<file path="src/rtl/surf_wb_intercon_if.sv">
// surf_wb_intercon_if -- WISHBONE classic bus bundle used by the SURF
// register interconnect.
//
// Parameters:
//   AW     address width (22 for masters, 12 or 17 for slaves)
// Signals (named from the bus master's point of view):
//   cyc, stb, we, adr, dat_w, sel   master -> slave
//   dat_r, ack, err, rty            slave  -> master
// Modports:
//   master  the side that issues cycles
//   slave   the side that answers cycles
interface surf_wb_intercon_if #(
  parameter int unsigned AW = 22
);
  logic          cyc;
  logic          stb;
  logic          we;
  logic [AW-1:0] adr;
  logic [31:0]   dat_w;
  logic [3:0]    sel;
  logic [31:0]   dat_r;
  logic          ack;
  logic          err;
  logic          rty;

  modport master (
    output cyc, stb, we, adr, dat_w, sel,
    input  dat_r, ack, err, rty
  );

  modport slave (
    input  cyc, stb, we, adr, dat_w, sel,
    output dat_r, ack, err, rty
  );
endinterface

</file>
<file path="src/rtl/surf_wb_intercon.sv">
// surf_wb_intercon -- two-master, five-slave WISHBONE interconnect for the
// SURF 22-bit register space.
//
// Round-robin arbitration between the board-manager master (bm) and the
// TURF command master (tc); the winner's address is decoded onto one of the
// ID/control, notch, AGC, beam or RFdc slaves. Unmapped addresses return err
// with UNMAPPED_DATA one cycle after stb.
//
// Optional feature macro: WB_TIMEOUT_EN
//   defined   -> bus watchdog active (TIMEOUT parameter, timeout_o pulse)
//   undefined -> no watchdog, timeout_o tied low
//
// Ports:
//   wb_clk_i      register clock
//   wb_rst_ni     asynchronous active-low reset
//   bm, tc        master-facing buses (slave modport)
//   surf_id_ctrl, notch, agc, beam (12-bit adr), rfdc (17-bit adr)
//                 slave-facing buses (master modport)
//   grant_o       one-hot owner, [0]=bm, [1]=tc
//   timeout_o     one-cycle pulse on watchdog expiry
module surf_wb_intercon #(
`ifdef WB_TIMEOUT_EN
  parameter int unsigned TIMEOUT       = 1024,
`endif
  parameter logic [31:0] UNMAPPED_DATA = 32'hBADADD00
) (
  input  logic               wb_clk_i,
  input  logic               wb_rst_ni,
  surf_wb_intercon_if.slave  bm,
  surf_wb_intercon_if.slave  tc,
  surf_wb_intercon_if.master surf_id_ctrl,
  surf_wb_intercon_if.master notch,
  surf_wb_intercon_if.master agc,
  surf_wb_intercon_if.master beam,
  surf_wb_intercon_if.master rfdc,
  output logic [1:0]         grant_o,
  output logic               timeout_o
);

  typedef enum logic [1:0] {IDLE, OWN, HOLDOFF} state_t;

  state_t      state_q, state_d;
  logic        owner_q, owner_d;  // 0 = bm, 1 = tc
  logic        last_q, last_d;    // previous owner, for round-robin ties
  logic        active;

  logic        own_cyc, own_stb, own_we;
  logic [21:0] own_adr;
  logic [31:0] own_dat;
  logic [3:0]  own_sel;

  logic [4:0]  hit;               // {rfdc, beam, agc, notch, id}
  logic        unmapped;
  logic        unm_err_q;
  logic        wd_fire;
  logic        drive;

  logic        rsp_ack, rsp_err, rsp_rty;
  logic [31:0] rsp_dat;
  logic        m_ack, m_err, m_rty;
  logic [31:0] m_dat;

  always_ff @(posedge wb_clk_i or negedge wb_rst_ni) begin
    if (!wb_rst_ni) begin
      state_q   <= IDLE;
      owner_q   <= 1'b0;
      last_q    <= 1'b1;
      unm_err_q <= 1'b0;
    end else begin
      state_q   <= state_d;
      owner_q   <= owner_d;
      last_q    <= last_d;
      unm_err_q <= active && own_cyc && own_stb && unmapped && !unm_err_q;
    end
  end

  // HOLDOFF arbitrates exactly like IDLE, so a waiting master is granted
  // straight after the single dead cycle instead of passing through IDLE.
  always_comb begin
    state_d = state_q;
    owner_d = owner_q;
    last_d  = last_q;
    case (state_q)
      OWN: begin
        if (!own_cyc) begin
          state_d = HOLDOFF;
          last_d  = owner_q;
        end
      end
      default: begin
        if (bm.cyc || tc.cyc) begin
          state_d = OWN;
          owner_d = (bm.cyc && tc.cyc) ? ~last_q : tc.cyc;
        end else begin
          state_d = IDLE;
        end
      end
    endcase
  end

  assign active  = (state_q == OWN);
  assign grant_o = active ? (owner_q ? 2'b10 : 2'b01) : 2'b00;

  assign own_cyc = owner_q ? tc.cyc   : bm.cyc;
  assign own_stb = owner_q ? tc.stb   : bm.stb;
  assign own_we  = owner_q ? tc.we    : bm.we;
  assign own_adr = owner_q ? tc.adr   : bm.adr;
  assign own_dat = owner_q ? tc.dat_w : bm.dat_w;
  assign own_sel = owner_q ? tc.sel   : bm.sel;

  always_comb begin
    hit      = '0;
    unmapped = 1'b0;
    if (active) begin
      if (own_adr[21]) begin
        hit[4] = 1'b1;
      end else if (own_adr[20:14] == '0) begin
        case (own_adr[13:12])
          2'd0:    hit[0] = 1'b1;
          2'd1:    hit[1] = 1'b1;
          2'd2:    hit[2] = 1'b1;
          default: hit[3] = 1'b1;
        endcase
      end else begin
        unmapped = 1'b1;
      end
    end
  end

  // Watchdog expiry abandons the cycle towards the slave in the same cycle.
  assign drive = active && own_cyc && !wd_fire;

  assign surf_id_ctrl.cyc   = drive && hit[0];
  assign surf_id_ctrl.stb   = drive && hit[0] && own_stb;
  assign surf_id_ctrl.we    = hit[0] && own_we;
  assign surf_id_ctrl.adr   = hit[0] ? own_adr[11:0] : '0;
  assign surf_id_ctrl.dat_w = hit[0] ? own_dat : '0;
  assign surf_id_ctrl.sel   = hit[0] ? own_sel : '0;

  assign notch.cyc   = drive && hit[1];
  assign notch.stb   = drive && hit[1] && own_stb;
  assign notch.we    = hit[1] && own_we;
  assign notch.adr   = hit[1] ? own_adr[11:0] : '0;
  assign notch.dat_w = hit[1] ? own_dat : '0;
  assign notch.sel   = hit[1] ? own_sel : '0;

  assign agc.cyc   = drive && hit[2];
  assign agc.stb   = drive && hit[2] && own_stb;
  assign agc.we    = hit[2] && own_we;
  assign agc.adr   = hit[2] ? own_adr[11:0] : '0;
  assign agc.dat_w = hit[2] ? own_dat : '0;
  assign agc.sel   = hit[2] ? own_sel : '0;

  assign beam.cyc   = drive && hit[3];
  assign beam.stb   = drive && hit[3] && own_stb;
  assign beam.we    = hit[3] && own_we;
  assign beam.adr   = hit[3] ? own_adr[11:0] : '0;
  assign beam.dat_w = hit[3] ? own_dat : '0;
  assign beam.sel   = hit[3] ? own_sel : '0;

  assign rfdc.cyc   = drive && hit[4];
  assign rfdc.stb   = drive && hit[4] && own_stb;
  assign rfdc.we    = hit[4] && own_we;
  assign rfdc.adr   = hit[4] ? own_adr[16:0] : '0;
  assign rfdc.dat_w = hit[4] ? own_dat : '0;
  assign rfdc.sel   = hit[4] ? own_sel : '0;

  assign rsp_ack = |(hit & {rfdc.ack, beam.ack, agc.ack, notch.ack, surf_id_ctrl.ack});
  assign rsp_err = |(hit & {rfdc.err, beam.err, agc.err, notch.err, surf_id_ctrl.err});
  assign rsp_rty = |(hit & {rfdc.rty, beam.rty, agc.rty, notch.rty, surf_id_ctrl.rty});
  assign rsp_dat = ({32{hit[0]}} & surf_id_ctrl.dat_r) | ({32{hit[1]}} & notch.dat_r)
                 | ({32{hit[2]}} & agc.dat_r)          | ({32{hit[3]}} & beam.dat_r)
                 | ({32{hit[4]}} & rfdc.dat_r);

`ifdef WB_TIMEOUT_EN
  localparam logic [15:0] WD_LAST = 16'(TIMEOUT - 1);

  logic [15:0] wd_cnt;
  logic        wd_run;

  assign wd_run  = active && own_cyc && own_stb;
  assign wd_fire = wd_run && (wd_cnt == WD_LAST);

  always_ff @(posedge wb_clk_i or negedge wb_rst_ni) begin
    if (!wb_rst_ni) begin
      wd_cnt <= '0;
    end else if (!wd_run || wd_fire || rsp_ack || rsp_err || rsp_rty || unm_err_q) begin
      wd_cnt <= '0;
    end else begin
      wd_cnt <= wd_cnt + 16'd1;
    end
  end

  assign timeout_o = wd_fire;
`else
  assign wd_fire   = 1'b0;
  assign timeout_o = 1'b0;
`endif

  // A coincident slave ack/rty is discarded when the watchdog fires.
  assign m_ack = rsp_ack && !wd_fire;
  assign m_rty = rsp_rty && !wd_fire;
  assign m_err = rsp_err || wd_fire || (active && unm_err_q);
  assign m_dat = (active && unm_err_q) ? UNMAPPED_DATA : rsp_dat;

  assign bm.ack   = !owner_q && m_ack;
  assign bm.err   = !owner_q && m_err;
  assign bm.rty   = !owner_q && m_rty;
  assign bm.dat_r = owner_q ? '0 : m_dat;

  assign tc.ack   = owner_q && m_ack;
  assign tc.err   = owner_q && m_err;
  assign tc.rty   = owner_q && m_rty;
  assign tc.dat_r = owner_q ? m_dat : '0;

endmodule
</file>
<file path="src/flat_wrapper.sv">
// flat-port wrapper written by rule: the top's interface ports become plain ports
module surf_wb_intercon_flat 
#(

  parameter logic [31:0] UNMAPPED_DATA = 32'hBADADD00
)
  (wb_clk_i, wb_rst_ni, grant_o, timeout_o, bm_cyc, bm_stb, bm_we, bm_adr, bm_dat_w, bm_sel, bm_dat_r, bm_ack, bm_err, bm_rty, tc_cyc, tc_stb, tc_we, tc_adr, tc_dat_w, tc_sel, tc_dat_r, tc_ack, tc_err, tc_rty, surf_id_ctrl_cyc, surf_id_ctrl_stb, surf_id_ctrl_we, surf_id_ctrl_adr, surf_id_ctrl_dat_w, surf_id_ctrl_sel, surf_id_ctrl_dat_r, surf_id_ctrl_ack, surf_id_ctrl_err, surf_id_ctrl_rty, notch_cyc, notch_stb, notch_we, notch_adr, notch_dat_w, notch_sel, notch_dat_r, notch_ack, notch_err, notch_rty, agc_cyc, agc_stb, agc_we, agc_adr, agc_dat_w, agc_sel, agc_dat_r, agc_ack, agc_err, agc_rty, beam_cyc, beam_stb, beam_we, beam_adr, beam_dat_w, beam_sel, beam_dat_r, beam_ack, beam_err, beam_rty, rfdc_cyc, rfdc_stb, rfdc_we, rfdc_adr, rfdc_dat_w, rfdc_sel, rfdc_dat_r, rfdc_ack, rfdc_err, rfdc_rty);
  surf_wb_intercon_if bm_i ();
  surf_wb_intercon_if tc_i ();
  surf_wb_intercon_if surf_id_ctrl_i ();
  surf_wb_intercon_if notch_i ();
  surf_wb_intercon_if agc_i ();
  surf_wb_intercon_if beam_i ();
  surf_wb_intercon_if rfdc_i ();
  input  logic wb_clk_i;
  input  logic wb_rst_ni;
  output logic [1:0] grant_o;
  output logic timeout_o;
  input wire logic [$bits(bm_i.cyc)-1:0] bm_cyc;
  input wire logic [$bits(bm_i.stb)-1:0] bm_stb;
  input wire logic [$bits(bm_i.we)-1:0] bm_we;
  input wire logic [$bits(bm_i.adr)-1:0] bm_adr;
  input wire logic [$bits(bm_i.dat_w)-1:0] bm_dat_w;
  input wire logic [$bits(bm_i.sel)-1:0] bm_sel;
  output wire logic [$bits(bm_i.dat_r)-1:0] bm_dat_r;
  output wire logic [$bits(bm_i.ack)-1:0] bm_ack;
  output wire logic [$bits(bm_i.err)-1:0] bm_err;
  output wire logic [$bits(bm_i.rty)-1:0] bm_rty;
  input wire logic [$bits(tc_i.cyc)-1:0] tc_cyc;
  input wire logic [$bits(tc_i.stb)-1:0] tc_stb;
  input wire logic [$bits(tc_i.we)-1:0] tc_we;
  input wire logic [$bits(tc_i.adr)-1:0] tc_adr;
  input wire logic [$bits(tc_i.dat_w)-1:0] tc_dat_w;
  input wire logic [$bits(tc_i.sel)-1:0] tc_sel;
  output wire logic [$bits(tc_i.dat_r)-1:0] tc_dat_r;
  output wire logic [$bits(tc_i.ack)-1:0] tc_ack;
  output wire logic [$bits(tc_i.err)-1:0] tc_err;
  output wire logic [$bits(tc_i.rty)-1:0] tc_rty;
  output wire logic [$bits(surf_id_ctrl_i.cyc)-1:0] surf_id_ctrl_cyc;
  output wire logic [$bits(surf_id_ctrl_i.stb)-1:0] surf_id_ctrl_stb;
  output wire logic [$bits(surf_id_ctrl_i.we)-1:0] surf_id_ctrl_we;
  output wire logic [$bits(surf_id_ctrl_i.adr)-1:0] surf_id_ctrl_adr;
  output wire logic [$bits(surf_id_ctrl_i.dat_w)-1:0] surf_id_ctrl_dat_w;
  output wire logic [$bits(surf_id_ctrl_i.sel)-1:0] surf_id_ctrl_sel;
  input wire logic [$bits(surf_id_ctrl_i.dat_r)-1:0] surf_id_ctrl_dat_r;
  input wire logic [$bits(surf_id_ctrl_i.ack)-1:0] surf_id_ctrl_ack;
  input wire logic [$bits(surf_id_ctrl_i.err)-1:0] surf_id_ctrl_err;
  input wire logic [$bits(surf_id_ctrl_i.rty)-1:0] surf_id_ctrl_rty;
  output wire logic [$bits(notch_i.cyc)-1:0] notch_cyc;
  output wire logic [$bits(notch_i.stb)-1:0] notch_stb;
  output wire logic [$bits(notch_i.we)-1:0] notch_we;
  output wire logic [$bits(notch_i.adr)-1:0] notch_adr;
  output wire logic [$bits(notch_i.dat_w)-1:0] notch_dat_w;
  output wire logic [$bits(notch_i.sel)-1:0] notch_sel;
  input wire logic [$bits(notch_i.dat_r)-1:0] notch_dat_r;
  input wire logic [$bits(notch_i.ack)-1:0] notch_ack;
  input wire logic [$bits(notch_i.err)-1:0] notch_err;
  input wire logic [$bits(notch_i.rty)-1:0] notch_rty;
  output wire logic [$bits(agc_i.cyc)-1:0] agc_cyc;
  output wire logic [$bits(agc_i.stb)-1:0] agc_stb;
  output wire logic [$bits(agc_i.we)-1:0] agc_we;
  output wire logic [$bits(agc_i.adr)-1:0] agc_adr;
  output wire logic [$bits(agc_i.dat_w)-1:0] agc_dat_w;
  output wire logic [$bits(agc_i.sel)-1:0] agc_sel;
  input wire logic [$bits(agc_i.dat_r)-1:0] agc_dat_r;
  input wire logic [$bits(agc_i.ack)-1:0] agc_ack;
  input wire logic [$bits(agc_i.err)-1:0] agc_err;
  input wire logic [$bits(agc_i.rty)-1:0] agc_rty;
  output wire logic [$bits(beam_i.cyc)-1:0] beam_cyc;
  output wire logic [$bits(beam_i.stb)-1:0] beam_stb;
  output wire logic [$bits(beam_i.we)-1:0] beam_we;
  output wire logic [$bits(beam_i.adr)-1:0] beam_adr;
  output wire logic [$bits(beam_i.dat_w)-1:0] beam_dat_w;
  output wire logic [$bits(beam_i.sel)-1:0] beam_sel;
  input wire logic [$bits(beam_i.dat_r)-1:0] beam_dat_r;
  input wire logic [$bits(beam_i.ack)-1:0] beam_ack;
  input wire logic [$bits(beam_i.err)-1:0] beam_err;
  input wire logic [$bits(beam_i.rty)-1:0] beam_rty;
  output wire logic [$bits(rfdc_i.cyc)-1:0] rfdc_cyc;
  output wire logic [$bits(rfdc_i.stb)-1:0] rfdc_stb;
  output wire logic [$bits(rfdc_i.we)-1:0] rfdc_we;
  output wire logic [$bits(rfdc_i.adr)-1:0] rfdc_adr;
  output wire logic [$bits(rfdc_i.dat_w)-1:0] rfdc_dat_w;
  output wire logic [$bits(rfdc_i.sel)-1:0] rfdc_sel;
  input wire logic [$bits(rfdc_i.dat_r)-1:0] rfdc_dat_r;
  input wire logic [$bits(rfdc_i.ack)-1:0] rfdc_ack;
  input wire logic [$bits(rfdc_i.err)-1:0] rfdc_err;
  input wire logic [$bits(rfdc_i.rty)-1:0] rfdc_rty;
  assign bm_i.cyc = bm_cyc;
  assign bm_i.stb = bm_stb;
  assign bm_i.we = bm_we;
  assign bm_i.adr = bm_adr;
  assign bm_i.dat_w = bm_dat_w;
  assign bm_i.sel = bm_sel;
  assign bm_dat_r = bm_i.dat_r;
  assign bm_ack = bm_i.ack;
  assign bm_err = bm_i.err;
  assign bm_rty = bm_i.rty;
  assign tc_i.cyc = tc_cyc;
  assign tc_i.stb = tc_stb;
  assign tc_i.we = tc_we;
  assign tc_i.adr = tc_adr;
  assign tc_i.dat_w = tc_dat_w;
  assign tc_i.sel = tc_sel;
  assign tc_dat_r = tc_i.dat_r;
  assign tc_ack = tc_i.ack;
  assign tc_err = tc_i.err;
  assign tc_rty = tc_i.rty;
  assign surf_id_ctrl_cyc = surf_id_ctrl_i.cyc;
  assign surf_id_ctrl_stb = surf_id_ctrl_i.stb;
  assign surf_id_ctrl_we = surf_id_ctrl_i.we;
  assign surf_id_ctrl_adr = surf_id_ctrl_i.adr;
  assign surf_id_ctrl_dat_w = surf_id_ctrl_i.dat_w;
  assign surf_id_ctrl_sel = surf_id_ctrl_i.sel;
  assign surf_id_ctrl_i.dat_r = surf_id_ctrl_dat_r;
  assign surf_id_ctrl_i.ack = surf_id_ctrl_ack;
  assign surf_id_ctrl_i.err = surf_id_ctrl_err;
  assign surf_id_ctrl_i.rty = surf_id_ctrl_rty;
  assign notch_cyc = notch_i.cyc;
  assign notch_stb = notch_i.stb;
  assign notch_we = notch_i.we;
  assign notch_adr = notch_i.adr;
  assign notch_dat_w = notch_i.dat_w;
  assign notch_sel = notch_i.sel;
  assign notch_i.dat_r = notch_dat_r;
  assign notch_i.ack = notch_ack;
  assign notch_i.err = notch_err;
  assign notch_i.rty = notch_rty;
  assign agc_cyc = agc_i.cyc;
  assign agc_stb = agc_i.stb;
  assign agc_we = agc_i.we;
  assign agc_adr = agc_i.adr;
  assign agc_dat_w = agc_i.dat_w;
  assign agc_sel = agc_i.sel;
  assign agc_i.dat_r = agc_dat_r;
  assign agc_i.ack = agc_ack;
  assign agc_i.err = agc_err;
  assign agc_i.rty = agc_rty;
  assign beam_cyc = beam_i.cyc;
  assign beam_stb = beam_i.stb;
  assign beam_we = beam_i.we;
  assign beam_adr = beam_i.adr;
  assign beam_dat_w = beam_i.dat_w;
  assign beam_sel = beam_i.sel;
  assign beam_i.dat_r = beam_dat_r;
  assign beam_i.ack = beam_ack;
  assign beam_i.err = beam_err;
  assign beam_i.rty = beam_rty;
  assign rfdc_cyc = rfdc_i.cyc;
  assign rfdc_stb = rfdc_i.stb;
  assign rfdc_we = rfdc_i.we;
  assign rfdc_adr = rfdc_i.adr;
  assign rfdc_dat_w = rfdc_i.dat_w;
  assign rfdc_sel = rfdc_i.sel;
  assign rfdc_i.dat_r = rfdc_dat_r;
  assign rfdc_i.ack = rfdc_ack;
  assign rfdc_i.err = rfdc_err;
  assign rfdc_i.rty = rfdc_rty;
  surf_wb_intercon #(.UNMAPPED_DATA(UNMAPPED_DATA)) u_core (.wb_clk_i(wb_clk_i), .wb_rst_ni(wb_rst_ni), .bm(bm_i), .tc(tc_i), .surf_id_ctrl(surf_id_ctrl_i), .notch(notch_i), .agc(agc_i), .beam(beam_i), .rfdc(rfdc_i), .grant_o(grant_o), .timeout_o(timeout_o));
endmodule
</file>
<file path="config.mk">
export PLATFORM = sky130hd
export DESIGN_NAME = surf_wb_intercon_flat
export DESIGN_NICKNAME = d
export VERILOG_FILES = /design/src/rtl/surf_wb_intercon_if.sv /design/src/rtl/surf_wb_intercon.sv /design/src/flat_wrapper.sv
export SDC_FILE = /design/constraint.sdc
export NUM_CORES = 1
export LEC_CHECK = 0
export CELL_PAD_IN_SITES_DETAIL_PLACEMENT = 1
export CELL_PAD_IN_SITES_GLOBAL_PLACEMENT = 1
export CORE_AREA = 4 4 263 265
export CTS_CLUSTER_DIAMETER = 200
export CTS_CLUSTER_SIZE = 40
export DETAILED_ROUTE_END_ITERATION = 7
export DIE_AREA = 0 0 267 269
export PLACE_DENSITY = 0.44
export SLEW_MARGIN = 25
export SYNTH_ARGS = -nofsm -noshare
export SYNTH_HDL_FRONTEND = slang
export SYNTH_SLANG_ARGS = --single-unit
export TNS_END_PERCENT = 5
</file>
<file path="constraint.sdc">
create_clock -name wb_clk_i -period 2.6 [get_ports wb_clk_i]
set_input_delay 0.52 -clock wb_clk_i [delete_from_list [all_inputs] [get_ports wb_clk_i]]
set_output_delay 0.52 -clock wb_clk_i [all_outputs]
set_load 0.01 [all_outputs]
</file>
Cell sizes after repair:
Drawn at 1.5 px/micron.
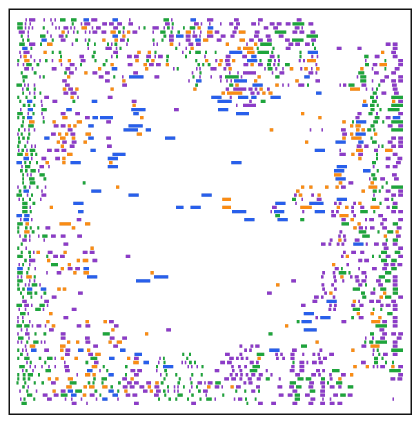
| size | colour | cells |
|---|---|---|
| _6 and larger | blue | 109 |
| _3 and _4 cells | orange | 217 |
| _2 cells | green | 423 |
| _0 and _1 cells | purple | 765 |
setup ws final: -0.619 ns
Non-clk bufs: 852
Area Overhead vs Synth: 206%

PDN straps and rails:
Drawn at 1.5 px/micron. Pins as bars on the die edge.
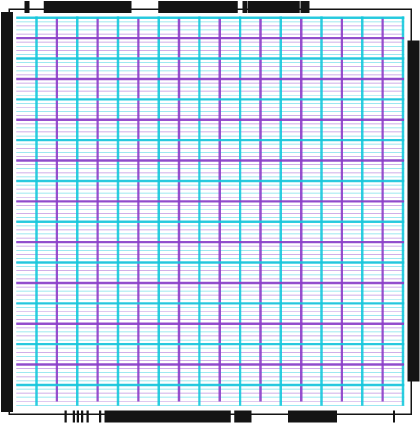
| net | colour |
|---|---|
| VSS | cyan |
| VDD | purple |
rows: 95
met5 straps: 19
Chip Height: 269 microns
die width: 267 microns
VDD IR max: 0.000277 V
Core Region: 66800 sq um

==> results_dict.tcl <==
# collected from the flow reports
set metrics [dict create \
    use_met1 0.161 \
    hold_violations 0 \
    lay_top_count "clkdlybuf4s50_1" \
    yosysWarnings 0 \
    cts_resized 784 \
    cts.sinks 5 \
    layout.nets 1814 \
    worstPathCellList "buf_12 > buf_6 > or4b_4 > o22ai_4 > buf_12 > nand4_1 > buf_6 > buf_12 > buf_16 > buf_6 > nor2_4 > buf_6" \
    start_kind "register" \
    met3RoutedLength_microns 5040 \
    drc 0 \
    final_core_util 0.210 \
    fp_util 0.0685 \
    top_logic_kind "simple AND/OR/NAND/NOR gates" \
    cts_root_buf "clkbuf_16" \
    maxCapViolations 0 \
    cts_hold_buf 0 \
    post-cts-setup-buffers 31 \
    warnings 29 \
    antenna_found_initial 17 \
    top_area_frac 0.216 \
    finalPower_uw 6850 \
    setup_ws_ns -0.619 \
    ys_top_cells_by_area "nor2_1 22%, mux2i_1 13%, buf_4 8.4%" \
    flop_cell "dfrtp_1" \
    final_max_slew_viol_count 0 \
    largest_reg_flops 2 \
    relSlewSlack 0.645 \
    regArea_sq_um 130 \
    status "finished with violations" \
    setup-violations-final 329 \
    reg2reg_setup_slack_ns 0.15 \
    cts.clk_slew.worst_paths_ns 0.03 \
    timing.hold.worst_endpoint "u_core.unm_err_q" \
    grt_pass1_wl_microns 72900 \
    violations "setup timing" \
    top_area_cell "nor2_1" \
]
critical path, delay by kind of cell (launching register included):
kind | cells | cell delay (ns)
AOI/OAI and AO/OA | 1 | 0.23
DFF | 1 | 0.43
buffers and inverters | 8 | 1.11
and+or+nand+nor | 3 | 0.68
cell type report:
type                       instances  area share
timing repair buffer             852       0.564
tap                              873      0.0780
inverter                           3    0.000804
antenna                            3    0.000536
sequential                         5     0.00930
multi-input combinational        650       0.342
clock buffer                       4     0.00563
stage by stage:
stage | std cells | setup TNS (ns)
final | 2390 | -133.58
after global routing | 2389 | -163.40
after CTS | 2378 | -185.27
after detailed placement | 2336 | -294.20
after global placement | 2336 | -299.51
after floorplan | 782 | -0.113
power by group:
part           internal (uW)  switching (uW)  total (uW)
Sequential               118            22.3         140
Clock                    203            53.3         257
Combinational           3020            3430        6450
Power is estimated from default activity; no workload was simulated.
